run_1/layer_met1.png
Bar = 20 microns.
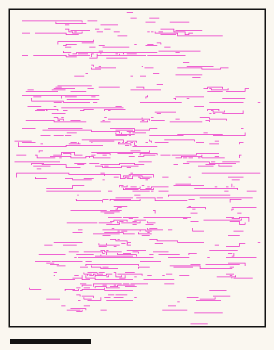
run_1/flops_by_reg.png
Bar = 20 microns.
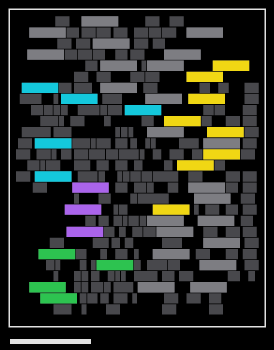
run_1/metal_density.png
Bar = 20 microns. 12 x 16 tiles, from dark blue (low) to red (high), scaled to the fullest tile. Values are wire area over tile area, all layers added.
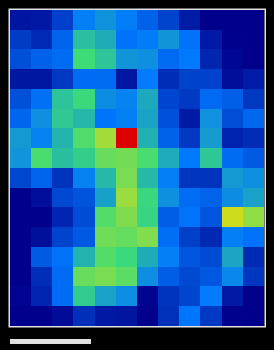
$ cat src/rtl/stack_host_ctrl.sv
// Initiator for an 8-bit push/pop stack: accepts requester commands, runs the strobe/done
// handshake on the stack pins and keeps a shadow occupancy count to block over/underflow.
module stack_host_ctrl #(
  parameter int unsigned DEPTH   = 16,
  parameter int unsigned CNT_W   = 5,
  parameter int unsigned TIMEOUT = 15
) (
  input  logic             clk,
  input  logic             rst_n,
  input  logic             cmd_valid,
  input  logic             cmd_op,
  input  logic [7:0]       cmd_data,
  output logic             cmd_ready,
  output logic             rsp_valid,
  output logic [7:0]       rsp_data,
  output logic [1:0]       rsp_err,
  output logic             stk_push,
  output logic             stk_pop,
  output logic [7:0]       stk_data_out,
  output logic [7:0]       stk_data_oe,
  input  logic [7:0]       stk_data_in,
  input  logic             stk_done,
  output logic [CNT_W-1:0] level,
  output logic             full,
  output logic             empty
);

  localparam int unsigned TimerW = (TIMEOUT < 1) ? 1 : $clog2(TIMEOUT + 1);

  localparam logic [1:0] ErrOk        = 2'b00;
  localparam logic [1:0] ErrOverflow  = 2'b01;
  localparam logic [1:0] ErrUnderflow = 2'b10;
  localparam logic [1:0] ErrTimeout   = 2'b11;

  typedef enum logic [2:0] {StIdle, StIssue, StWaitAck, StWaitDone, StResp} state_e;

  state_e              state_q, state_d;
  logic                op_q, op_d;
  logic [TimerW-1:0]   timer_q, timer_d;
  logic [CNT_W-1:0]    level_q, level_d;
  logic                rsp_valid_q, rsp_valid_d;
  logic [7:0]          rsp_data_q, rsp_data_d;
  logic [1:0]          rsp_err_q, rsp_err_d;
  logic                stk_push_q, stk_push_d;
  logic                stk_pop_q, stk_pop_d;
  logic [7:0]          stk_data_out_q, stk_data_out_d;
  logic [7:0]          stk_data_oe_q, stk_data_oe_d;
  logic                timed_out;

  assign timed_out = (timer_q == TimerW'(TIMEOUT));

  always_comb begin
    state_d        = state_q;
    op_d           = op_q;
    timer_d        = timer_q;
    level_d        = level_q;
    rsp_valid_d    = 1'b0;
    rsp_data_d     = rsp_data_q;
    rsp_err_d      = rsp_err_q;
    stk_push_d     = 1'b0;
    stk_pop_d      = 1'b0;
    stk_data_out_d = stk_data_out_q;
    stk_data_oe_d  = stk_data_oe_q;

    unique case (state_q)
      StIdle: begin
        if (cmd_valid) begin
          op_d = cmd_op;
          if (cmd_op && full) begin
            state_d     = StResp;
            rsp_valid_d = 1'b1;
            rsp_data_d  = 8'h00;
            rsp_err_d   = ErrOverflow;
          end else if (!cmd_op && empty) begin
            state_d     = StResp;
            rsp_valid_d = 1'b1;
            rsp_data_d  = 8'h00;
            rsp_err_d   = ErrUnderflow;
          end else begin
            // Strobes are registered, so raising them here makes them high during StIssue.
            state_d = StIssue;
            if (cmd_op) begin
              stk_push_d     = 1'b1;
              stk_data_out_d = cmd_data;
              stk_data_oe_d  = 8'hFF;
            end else begin
              stk_pop_d     = 1'b1;
              stk_data_oe_d = 8'h00;
            end
          end
        end
      end
      StIssue: begin
        state_d = StWaitAck;
        timer_d = '0;
      end
      StWaitAck: begin
        if (!stk_done) begin
          state_d = StWaitDone;
          timer_d = '0;
        end else if (timed_out) begin
          state_d        = StResp;
          rsp_valid_d    = 1'b1;
          rsp_data_d     = 8'h00;
          rsp_err_d      = ErrTimeout;
          stk_data_oe_d  = 8'h00;
          stk_data_out_d = 8'h00;
        end else begin
          timer_d = timer_q + TimerW'(1);
        end
      end
      StWaitDone: begin
        if (stk_done) begin
          state_d        = StResp;
          rsp_valid_d    = 1'b1;
          rsp_err_d      = ErrOk;
          stk_data_oe_d  = 8'h00;
          stk_data_out_d = 8'h00;
          if (op_q) begin
            rsp_data_d = 8'h00;
            if (level_q < CNT_W'(DEPTH)) level_d = level_q + CNT_W'(1);
          end else begin
            rsp_data_d = stk_data_in;
            if (level_q != '0) level_d = level_q - CNT_W'(1);
          end
        end else if (timed_out) begin
          state_d        = StResp;
          rsp_valid_d    = 1'b1;
          rsp_data_d     = 8'h00;
          rsp_err_d      = ErrTimeout;
          stk_data_oe_d  = 8'h00;
          stk_data_out_d = 8'h00;
        end else begin
          timer_d = timer_q + TimerW'(1);
        end
      end
      StResp: begin
        state_d = StIdle;
      end
      default: begin
        state_d = StIdle;
      end
    endcase
  end

  always_ff @(posedge clk or negedge rst_n) begin
    if (!rst_n) begin
      state_q        <= StIdle;
      op_q           <= 1'b0;
      timer_q        <= '0;
      level_q        <= '0;
      rsp_valid_q    <= 1'b0;
      rsp_data_q     <= 8'h00;
      rsp_err_q      <= ErrOk;
      stk_push_q     <= 1'b0;
      stk_pop_q      <= 1'b0;
      stk_data_out_q <= 8'h00;
      stk_data_oe_q  <= 8'h00;
    end else begin
      state_q        <= state_d;
      op_q           <= op_d;
      timer_q        <= timer_d;
      level_q        <= level_d;
      rsp_valid_q    <= rsp_valid_d;
      rsp_data_q     <= rsp_data_d;
      rsp_err_q      <= rsp_err_d;
      stk_push_q     <= stk_push_d;
      stk_pop_q      <= stk_pop_d;
      stk_data_out_q <= stk_data_out_d;
      stk_data_oe_q  <= stk_data_oe_d;
    end
  end

  assign cmd_ready    = (state_q == StIdle);
  assign full         = (level_q == CNT_W'(DEPTH));
  assign empty        = (level_q == '0);
  assign level        = level_q;
  assign rsp_valid    = rsp_valid_q;
  assign rsp_data     = rsp_data_q;
  assign rsp_err      = rsp_err_q;
  assign stk_push     = stk_push_q;
  assign stk_pop      = stk_pop_q;
  assign stk_data_out = stk_data_out_q;
  assign stk_data_oe  = stk_data_oe_q;

endmodule

$ cat config.mk
export PLATFORM = sky130hd
export DESIGN_NAME = stack_host_ctrl
export DESIGN_NICKNAME = d
export VERILOG_FILES = /design/src/rtl/stack_host_ctrl.sv
export SDC_FILE = /design/constraint.sdc
export NUM_CORES = 1
export LEC_CHECK = 0
export CAP_MARGIN = 20
export CORE_ASPECT_RATIO = 1.25
export CORE_UTILIZATION = 43
export CTS_CLUSTER_SIZE = 30
export DETAILED_ROUTE_END_ITERATION = 6
export PLACE_DENSITY = 0.74
export SYNTH_ARGS = -nofsm -noshare
export SYNTH_HDL_FRONTEND = slang
export SYNTH_SLANG_ARGS = --single-unit
export TNS_END_PERCENT = 30
$ cat constraint.sdc
create_clock -name clk -period 4.7 [get_ports clk]
set_input_delay 0.47 -clock clk [delete_from_list [all_inputs] [get_ports clk]]
set_output_delay 0.47 -clock clk [all_outputs]
set_load 0.05 [all_outputs]
==> impl_metrics.env, run 1 <==
# flow metrics
export IMPL_gp_congestion=0.864
export IMPL_seq_cell_share_pct=39.3
export IMPL_die_width_microns=62.5
export IMPL_nClkBuffers=6
export IMPL_p_comb_share_pct=60.4
export IMPL_taps=58
export IMPL_wl_met3_microns=227
export IMPL_r2r_start="timer_q[0]$_DFFE_PN0P_"
export IMPL_logic_family="AND-OR/OR-AND gates"
export IMPL_buf_share_pct=21.1
export IMPL_yosys_cells=166
export IMPL_postLayoutCellArea_sq_mm=0.00268
export IMPL_final_cells=285
export IMPL_fin_setup_tns_ns=0
export IMPL_topCellsByArea="dfrtp_1, a22o_1, a21o_1"
export IMPL_r2r_slack_ns=2.80
export IMPL_adder_share_pct=4.13
export IMPL_diodes=0
export IMPL_p_clk_uw=237
export IMPL_startpoint_type="flip-flop"
export IMPL_path_class="reg -> out"
export IMPL_cp_slowest_stage_delay_ns=0.83
export IMPL_synth_area_per_cell_sq_um=11.8
export IMPL_startpoint="level[1]$_DFFE_PN0P_"
export IMPL_use_met3_pct=5.15
export IMPL_synth_cell_types=47
export IMPL_core_rowCount=27
export IMPL_clockBufferDepth=2
export IMPL_cts_max_level=2
export IMPL_drtPass1Iterations=4
export IMPL_power_density_mw_per_mm2=835
export IMPL_ys_sh_aoi_pct=20.6
export IMPL_use_met1_pct=24.2
export IMPL_grt_use_total_pct=19.1
export IMPL_max_freq_ghz=0.357
export IMPL_syn_inst=166
export IMPL_worst_r2r_cell_count=5
export IMPL_cts_buffers=5
export IMPL_io_pins=58
export IMPL_synth_simple_gate_area_share_pct=13.6
export IMPL_routedWlPerCell_microns=14.6
export IMPL_cpMaxStageDelayCell="clkdlybuf4s50_1"
export IMPL_pre_cts_slack_ns=2.24
export IMPL_comb_cell_power_uw=1350
export IMPL_drive_gt1_share_pct=10.1
export IMPL_critPathCapture="full"
export IMPL_crit_family="buffers and inverters"
export IMPL_cp_required_ns=4.23
export IMPL_die_y_microns=77.6
export IMPL_coreArea_sq_mm=0.00439
export IMPL_reg2reg_to="rsp_data[2]$_DFFE_PN0P_"
export IMPL_yosysSeqAreaShare_pct=53.4
export IMPL_p_seq_uw=646
export IMPL_switching_share_pct=49.3
export IMPL_ys_flop_type="dfrtp_1"
export IMPL_port_buffers=57
export IMPL_holdBufCountCts=0
export IMPL_yosysChipArea_sq_mm=0.00197
export IMPL_placed_area_sq_mm=0.00258
export IMPL_grt_pass1_wl_microns=7270
export IMPL_use_met2_pct=31.3
export IMPL_internal_power_uw=1130
export IMPL_cts_setup_buffers=0
export IMPL_comb_share_pct=32.0
export IMPL_grt_busiest_layer="met2"
export IMPL_xor_area_share_pct=2.67
export IMPL_hold_path_class="in -> async"
export IMPL_clkSinkCount=42
export IMPL_slew_headroom_pct=38.4
export IMPL_clock_skew_ns=0.00767
export IMPL_ant_nets=0
export IMPL_async_flop_share_pct=100
export IMPL_top_layer="met4"
export IMPL_grt_pass1_vias=1556
export IMPL_tightest_slew_ns=0.924
export IMPL_rsz0062_at_grt="no"
export IMPL_insertion_delay_ns=0.29
export IMPL_n_all_buffers=57
export IMPL_top_cells_by_count="dfrtp_1, a22o_1, a21o_1"
export IMPL_finalSetupViolations=0
export IMPL_fin_crit_sh_pct=59.5
export IMPL_grt_start_max_net_pins=43
export IMPL_clkTransAtPathRegs_ns=0.08
export IMPL_die_area_sq_mm=0.00485
export IMPL_path_buffers=1
export IMPL_drv_slew=0
export IMPL_finalCriticalPeriod_ns=2.80
export IMPL_ir_drop_v=0.000491
export IMPL_dp_cells=277
export IMPL_fp_util_pct=44.8
export IMPL_antenna_found_initial=0
export IMPL_cp_max_fo=6
export IMPL_largest_class="sequential cells"
export IMPL_drc=0
export IMPL_layout_top_cell="clkdlybuf4s50_1"
export IMPL_pwr_share_seq_pct=28.9
export IMPL_drt_initial_drc_count=63
export IMPL_synth_most_common_cell="dfrtp_1"
export IMPL_areaGrowthSynthToFinish_pct=36.0
export IMPL_clock_area_share_pct=3.55
export IMPL_worst_setup_path_end_kind="output port"
export IMPL_fin_util_pct=60.9
export IMPL_cts_root_buf="clkbuf_8"
export IMPL_maxPowerGroup="combinational cells"
export IMPL_status="complete, no violations"
export IMPL_n_fill_cell=378
export IMPL_hold_viol=0
export IMPL_ys_warn_count=0
export IMPL_sequential_cell_total=42
export IMPL_p_clk_share_pct=10.6
export IMPL_crit_cells=3
export IMPL_crit_chain="nor4_2 > and2_1 > clkdlybuf4s50_1"
export IMPL_cts_resized_gates=0
export IMPL_switching_power_uw=1100
export IMPL_leakagePower_uw=0.00122
export IMPL_cts_tree="yes"
export IMPL_maxCapViolations=0
export IMPL_inverters=9
export IMPL_synth_edff_count=0
export IMPL_wl_met2_microns=2050
export IMPL_seq_area_sq_mm=0.00105
export IMPL_hpwl_microns=3100
export IMPL_layout_setup_ws_ns=1.90
export IMPL_lay_top_cells="clkdlybuf4s50_1, dfrtp_1, a22o_1, a21o_1, nor2_1"
export IMPL_nNetsFinal=252
export IMPL_grt_remaining_overflow=0
export IMPL_whs_ns=0.314
export IMPL_via_count=1531
export IMPL_via_per_inst=5.37
export IMPL_ys_sh_mux_pct=2.54
export IMPL_warning_count=26
export IMPL_arrival_ns=2.33
export IMPL_synth_area_sq_mm=0.00197
export IMPL_power_total_uw=2230
export IMPL_drt_total_wl_microns=4150
export IMPL_synth_top_cell_by_area="dfrtp_1"
export IMPL_mi_logic_area_sq_um=857
export IMPL_wirelength_met1_microns=1810
Notes on layer_met1.png above:
longest straight run	19.8 microns
nets with wire on the layer	216
wire length on this layer	1810 microns

Notes on flops_by_reg.png above:
colour	netlist name	flops
green	timer_q	4
yellow	stk_data_oe	8
cyan	level	5
purple	state_q	3
not coloured	22

Notes on metal_density.png above:
nearly empty tiles	11%
tiles over half the peak	11%
densest ninth of the die	middle
emptiest ninth of the die	top right
fullest tile	0.57

run_1/clocks.png
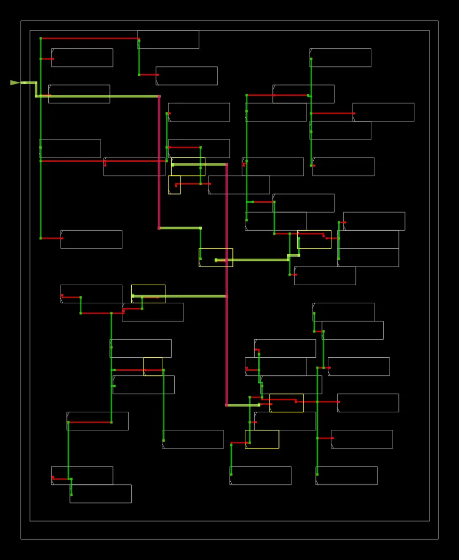

==> inputs of run 2 (changes only) <==
CORE_UTILIZATION = 42   (was 43)
PLACE_DENSITY = 0.75   (was 0.74)
clock period = 2.35 ns   (was 4.7 ns; I/O delays follow)
run_2/clocks.png
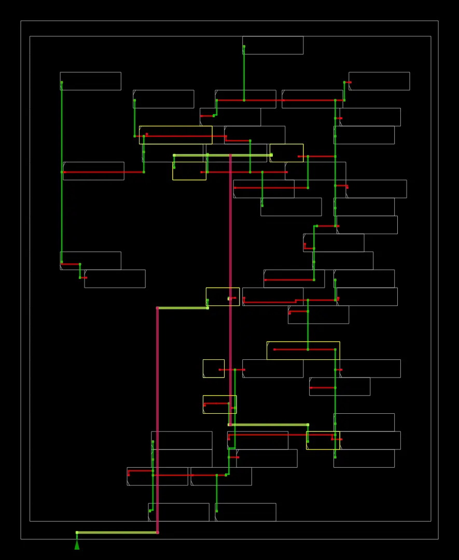
clock sink count: 42
clock skew: 0.00780 ns
CLK BUF: 5

==> run 2 against run 1 <==
Compared with the run above:
- sequential power grew 100%
- non-clock buffer count increased by 3
- cell count up 1.1%
- critical path type unchanged
==> impl_metrics.env, run 2 <==
# flow metrics
export IMPL_max_freq_ghz=0.500
export IMPL_path_class="reg -> out"
export IMPL_async_flop_share_pct=100
export IMPL_ant_nets=0
export IMPL_synth_top_cell_by_area="dfrtp_1"
export IMPL_synth_most_common_cell="dfrtp_1"
export IMPL_layout_top_cell="clkdlybuf4s50_1"
export IMPL_crit_family="buffers and inverters"
export IMPL_finalSetupViolations=0
export IMPL_hold_viol=0
export IMPL_use_met3_pct=3.34
export IMPL_xor_area_share_pct=2.67
export IMPL_grt_remaining_overflow=0
export IMPL_ir_drop_v=0.000811
export IMPL_via_per_inst=5.08
export IMPL_cts_max_level=2
export IMPL_grt_use_total_pct=17.8
export IMPL_drv_slew=0
export IMPL_largest_class="sequential cells"
export IMPL_logic_family="AND-OR/OR-AND gates"
export IMPL_taps=58
export IMPL_maxCapViolations=0
export IMPL_critPathCapture="level[4]"
export IMPL_leakagePower_uw=0.00126
export IMPL_synth_edff_count=0
export IMPL_areaGrowthSynthToFinish_pct=38.9
export IMPL_io_pins=58
export IMPL_startpoint_type="flip-flop"
export IMPL_cts_buffers=5
export IMPL_buf_share_pct=21.2
export IMPL_status="complete, no violations"
export IMPL_switching_share_pct=47.2
export IMPL_clock_area_share_pct=5.04
export IMPL_seq_cell_share_pct=38.5
export IMPL_drtPass1Iterations=4
export IMPL_cts_root_buf="clkbuf_8"
export IMPL_pwr_share_seq_pct=28.0
export IMPL_clkTransAtPathRegs_ns=0.08
export IMPL_diodes=0
export IMPL_internal_power_uw=2470
export IMPL_n_all_buffers=60
export IMPL_top_layer="met4"
export IMPL_drt_total_wl_microns=4080
export IMPL_ys_sh_mux_pct=2.54
export IMPL_cts_resized_gates=0
export IMPL_pre_cts_slack_ns=0.373
export IMPL_mi_logic_area_sq_um=857
export IMPL_routedWlPerCell_microns=14.2
export IMPL_worst_r2r_cell_count=5
export IMPL_die_width_microns=63.2
export IMPL_postLayoutCellArea_sq_mm=0.00273
export IMPL_power_total_uw=4670
export IMPL_wirelength_met1_microns=1850
export IMPL_synth_area_sq_mm=0.00197
export IMPL_slew_headroom_pct=40.6
export IMPL_switching_power_uw=2200
export IMPL_reg2reg_to="rsp_data[7]$_DFFE_PN0P_"
export IMPL_crit_chain="clkdlybuf4s50_1"
export IMPL_rsz0062_at_grt="no"
export IMPL_wl_met3_microns=120
export IMPL_path_buffers=1
export IMPL_p_clk_uw=671
export IMPL_via_count=1464
export IMPL_inverters=9
Power is estimated from default activity; no workload was simulated.
